==> config.mk <==
export PLATFORM = sky130hd
export DESIGN_NAME = shop_order_ctrl_flat
export DESIGN_NICKNAME = d
export VERILOG_FILES = /design/src/rtl/shop_order_if.sv /design/src/rtl/shop_order_ctrl.sv /design/src/flat_wrapper.sv
export SDC_FILE = /design/constraint.sdc
export NUM_CORES = 1
export LEC_CHECK = 0
export ABC_AREA = 0
export CORE_ASPECT_RATIO = 1.25
export CORE_MARGIN = 2
export CORE_UTILIZATION = 40
export DETAILED_ROUTE_END_ITERATION = 7
export GPL_TIMING_DRIVEN = 0
export PLACE_DENSITY_LB_ADDON = 0.08
export RECOVER_POWER = 25
export SYNTH_ARGS = -nofsm -noshare
export SYNTH_HDL_FRONTEND = slang
export SYNTH_SLANG_ARGS = --single-unit
==> constraint.sdc <==
create_clock -name clk -period 8.8 [get_ports clk]
set_input_delay 1.32 -clock clk [delete_from_list [all_inputs] [get_ports clk]]
set_output_delay 1.32 -clock clk [all_outputs]
set_load 0.05 [all_outputs]
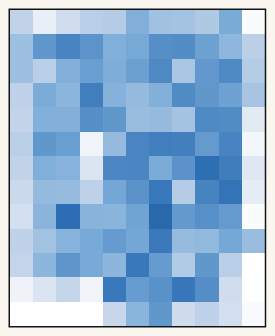
Figure 1: cell density map.
11 x 13 tiles, from white (low) to dark blue (high), 0 to 100% covered.
mean over tiles: 43%
emptiest ninth of the die: bottom left
nearly empty tiles: 4.2%
CORE AREA: 13200 µm²
FP Util: 40.7%
share of the core filled with cells: 48.2%

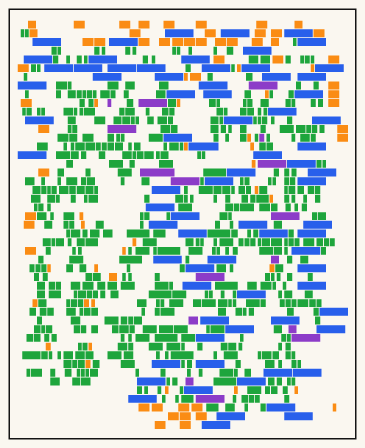
Figure 2: placed cells, one colour a class.
legend:
  green:
    class: remaining logic cells
    cells: 531
    share_of_their_area: 55%
  purple:
    class: clock drivers and dummy loads
    cells: 16
    share_of_their_area: 4.8%
  orange:
    class: remaining buffers and delay cells
    cells: 80
    share_of_their_area: 10%
  blue:
    class: registers
    cells: 75
    share_of_their_area: 30%
Site Rows: 47
Seq/total area: 29.5%

==> impl_metrics.xml <==
<?xml version="1.0" encoding="UTF-8"?>
<metrics>
  <group name="outcome">
    <metric name="run_status" unit="">complete, but fails checks</metric>
    <metric name="failed_checks" unit="">capacitance limit, slew limit</metric>
  </group>
  <group name="final_timing">
    <metric name="report.final.hold_viol_count" unit="">0</metric>
    <metric name="worst_clock_skew" unit="ns">0.00999</metric>
    <metric name="final.period_utilization" unit="%">85.6</metric>
    <metric name="timing.final.ws_setup" unit="ns">1.27</metric>
    <metric name="finalSetupViolCount" unit="">0</metric>
    <metric name="max_slew_margin" unit="%">-145</metric>
    <metric name="period_needed" unit="ns">7.53</metric>
    <metric name="hold-worst-slack" unit="ns">0.478</metric>
    <metric name="max_freq" unit="GHz">0.133</metric>
    <metric name="fin_setup_tns" unit="ns">0</metric>
    <metric name="rsz0062_at_grt" unit="">no</metric>
    <metric name="final_max_slew_viol_count" unit="">67</metric>
    <metric name="max_slew.worst_pin.slew" unit="ns">3.67</metric>
  </group>
  <group name="pwr">
    <metric name="power_switching_share" unit="%">22.4</metric>
    <metric name="total_power" unit="mW">0.736</metric>
    <metric name="power.internal" unit="mW">0.572</metric>
    <metric name="power.share.combinational" unit="%">2.5</metric>
    <metric name="irDropWorstVdd" unit="µV">91.4</metric>
    <metric name="powerDensity" unit="nW/µm²">116</metric>
    <metric name="seq_power_share" unit="%">46.8</metric>
    <metric name="p_leak" unit="nW">2.83</metric>
    <metric name="clock_share_of_power" unit="%">50.7</metric>
    <metric name="p_sw" unit="mW">0.165</metric>
  </group>
  <group name="final_layout">
    <metric name="drive_above_1_share" unit="%">6.41</metric>
    <metric name="final_layout_top_logic_cells" unit="">74 x dfrtp_1, 66 x nand2_1, 57 x o21ai_0</metric>
    <metric name="antenna_cells" unit="">0</metric>
    <metric name="leading_cell_type_in_the_layout_fill_and_taps_excluded" unit="">dfrtp_1</metric>
    <metric name="largest_register_ffs" unit="">28</metric>
    <metric name="finalNonFillerCells" unit="">873</metric>
    <metric name="filler_cell_count" unit="">1319</metric>
    <metric name="area.combinational" unit="µm²">3200</metric>
    <metric name="seq_area" unit="µm²">1880</metric>
    <metric name="area_growth" unit="%">18.3</metric>
    <metric name="final_layout_net_count" unit="">758</metric>
    <metric name="finish.instance_area" unit="µm²">6370</metric>
  </group>
  <group name="placement">
    <metric name="detailedPlacementHpwl" unit="µm">11600</metric>
    <metric name="dp.cells" unit="">857</metric>
    <metric name="post-place-ws" unit="ns">1.30</metric>
    <metric name="gp_congestion" unit="">0.900</metric>
    <metric name="detailed_place.area" unit="µm²">6110</metric>
    <metric name="port_buffers" unit="">47</metric>
  </group>
  <group name="clocking">
    <metric name="clkLatencyLatePin" unit="ns">0.35</metric>
    <metric name="clock_sinks" unit="">75</metric>
    <metric name="post_cts_hold_buffer_count" unit="">0</metric>
    <metric name="cts_tree" unit="">yes</metric>
    <metric name="postCtsSetupRepairBufs" unit="">0</metric>
    <metric name="cts_buffers" unit="">9</metric>
    <metric name="cts-root-to-sink-buffers" unit="">2</metric>
    <metric name="clock_slew_at_reported_path_ffs" unit="ns">0.06</metric>
    <metric name="h_tree_level_count" unit="">3</metric>
    <metric name="post_cts_resize_count" unit="">0</metric>
    <metric name="cts-root-buf" unit="">clkbuf_16</metric>
  </group>
  <group name="yosys">
    <metric name="ys.flops" unit="">75</metric>
    <metric name="synthesis.yosys.warnings" unit="">0</metric>
    <metric name="post_synth.cell_area_avg" unit="µm²">8.47</metric>
    <metric name="synth_cell_type_count" unit="">71</metric>
    <metric name="yosysSeqAreaShare" unit="%">34.9</metric>
    <metric name="post_synth_instance_area" unit="µm²">5390</metric>
    <metric name="netlist_instances" unit="">636</metric>
    <metric name="enable_flop_cells" unit="">0</metric>
    <metric name="async_reset_ff_share" unit="%">100</metric>
    <metric name="ff_type" unit="">dfrtp_1</metric>
    <metric name="yosys_area" unit="µm²">5390</metric>
    <metric name="yosys_cells" unit="">636</metric>
  </group>
  <group name="global_routing">
    <metric name="antenna_found_initial" unit="">0</metric>
    <metric name="grt_max_degree" unit="">67</metric>
    <metric name="via_count_of_the_first_global_routing_pass" unit="">4916</metric>
    <metric name="track_usage" unit="%">21.9</metric>
    <metric name="grt_first_pass_wirelength" unit="µm">24800</metric>
    <metric name="grt_overflow_total" unit="">0</metric>
  </group>
  <group name="die">
    <metric name="floorplan.die.width" unit="µm">108</metric>
    <metric name="vertical_extent_of_the_die" unit="µm">134</metric>
    <metric name="chip_area" unit="µm²">14400</metric>
    <metric name="num_ports" unit="">51</metric>
  </group>
  <group name="job">
    <metric name="number_of_violations_of_the_max_capacitance_limit" unit="">1</metric>
    <metric name="warning_count" unit="">28</metric>
  </group>
  <group name="critical_path">
    <metric name="critPathMaxFanout" unit="">10</metric>
    <metric name="cp.arrival" unit="ns">7.76</metric>
    <metric name="cp.required" unit="ns">9.02</metric>
    <metric name="worst_reg2reg_setup_slack" unit="ns">1.27</metric>
    <metric name="number_of_cells_on_the_worst_reg_to_reg_path" unit="">30</metric>
    <metric name="timing.setup.critical_path_class" unit="">flop to flop</metric>
    <metric name="cp-end-kind" unit="">flop</metric>
    <metric name="setup.worst_path.start_class" unit="">flop</metric>
    <metric name="crit_path_frequent_cell" unit="">ha_1</metric>
    <metric name="worst_path_largest_cell_delay" unit="ns">0.58</metric>
    <metric name="cp_slowest_cell" unit="">or4_4</metric>
  </group>
  <group name="hold_path">
    <metric name="min_path_type" unit="">flop to flop</metric>
    <metric name="hold-path-cell-count" unit="">2</metric>
  </group>
  <group name="routing">
    <metric name="detail_route.wl_per_cell" unit="µm">17.0</metric>
    <metric name="tritonroute_pass_1_iters" unit="">5</metric>
    <metric name="detailroute.via_count" unit="">4917</metric>
    <metric name="drc" unit="">0</metric>
    <metric name="postRouteAntennaNets" unit="">0</metric>
    <metric name="routed_wirelength" unit="µm">14800</metric>
    <metric name="ratio_of_routed_vias_to_standard_cells" unit="">5.63</metric>
    <metric name="detailedRoute.firstIterationViolations" unit="">221</metric>
  </group>
</metrics>
## cell families after synthesis
logic type | Yosys count | synth area share, %
adder cells (fa/ha/maj) | 45 | 11.8
buffers and inverters | 78 | 5.90
AND-OR/OR-AND | 187 | 22.6
XOR/XNOR | 12 | 2.09
other | 1 | 0.0696
AND/OR/NAND/NOR | 227 | 20.5
flip-flops | 75 | 34.9
multiplexers | 11 | 2.14
## cells in the mapped netlist, drive strengths merged, types with 3 or more instances
master | instances | area share [%]
a211o | 5 | 0.81
a211oi | 10 | 1.5
a21o | 9 | 1.3
a21oi | 35 | 3.4
a22o | 3 | 0.49
a22oi | 6 | 0.84
a311oi | 3 | 0.49
a31oi | 3 | 0.35
and2 | 7 | 0.81
and3 | 3 | 0.35
buf | 11 | 1.2
clkbuf | 21 | 1.5
dfrtp | 74 | 34
fa | 10 | 3.7
ha | 34 | 7.9
inv | 46 | 3.2
mux2 | 4 | 0.84
mux2i | 7 | 1.3
nand2 | 66 | 4.6
nand2b | 8 | 0.93
nand3 | 17 | 1.6
nand3b | 6 | 0.84
nor2 | 52 | 3.7
nor2b | 14 | 1.6
nor3 | 26 | 2.5
nor4 | 5 | 0.58
o2111ai | 4 | 0.65
o211ai | 11 | 1.5
o21a | 5 | 0.70
o21ai | 63 | 5.9
o22ai | 8 | 1.0
o31ai | 3 | 0.42
or2 | 5 | 0.58
or3 | 7 | 0.81
or4 | 5 | 0.77
xnor2 | 6 | 0.98
xor2 | 6 | 1.1
## final cells by class
type                    count  share of cell area, %
clock inverters             6                   1.04
plain buffers              32                   2.28
well taps                 171                   3.36
multi-input cells         485                   50.2
flip-flops and latches     75                   29.5
inverters                  46                   2.71
clock buffers              10                   3.59
repair buffers             48                   7.34
## power groups by stage
stage / Clock [mW] / Sequential, mW / Combinational (mW)
after global placement: 0 / 0.351 / 0.0189
after floorplan: 0 / 0.351 / 0.00419
final: 0.373 / 0.345 / 0.0184
after global routing: 0.395 / 0.345 / 0.0205
after detailed placement: 0 / 0.351 / 0.0205
after CTS: 0.381 / 0.345 / 0.0205
## layer usage
layer / part of all wire [%] / global-route usage [%]
met5: 0 / 0
met4: 4.0 / 10.6
met2: 52 / 38.0
met3: 3.4 / 3.35
met1: 41 / 26.2
## critical path, delay by kind of cell, from the launching register on
kind            cells  cell delay [ns]
compound gates      4             0.73
flops               1             0.44
simple gates        9             1.87
mux                 1             0.07
fa+ha+maj           9             3.19
buf+inv             5             0.49
xor+xnor            2             0.61
Power is estimated from default activity; no workload was simulated.
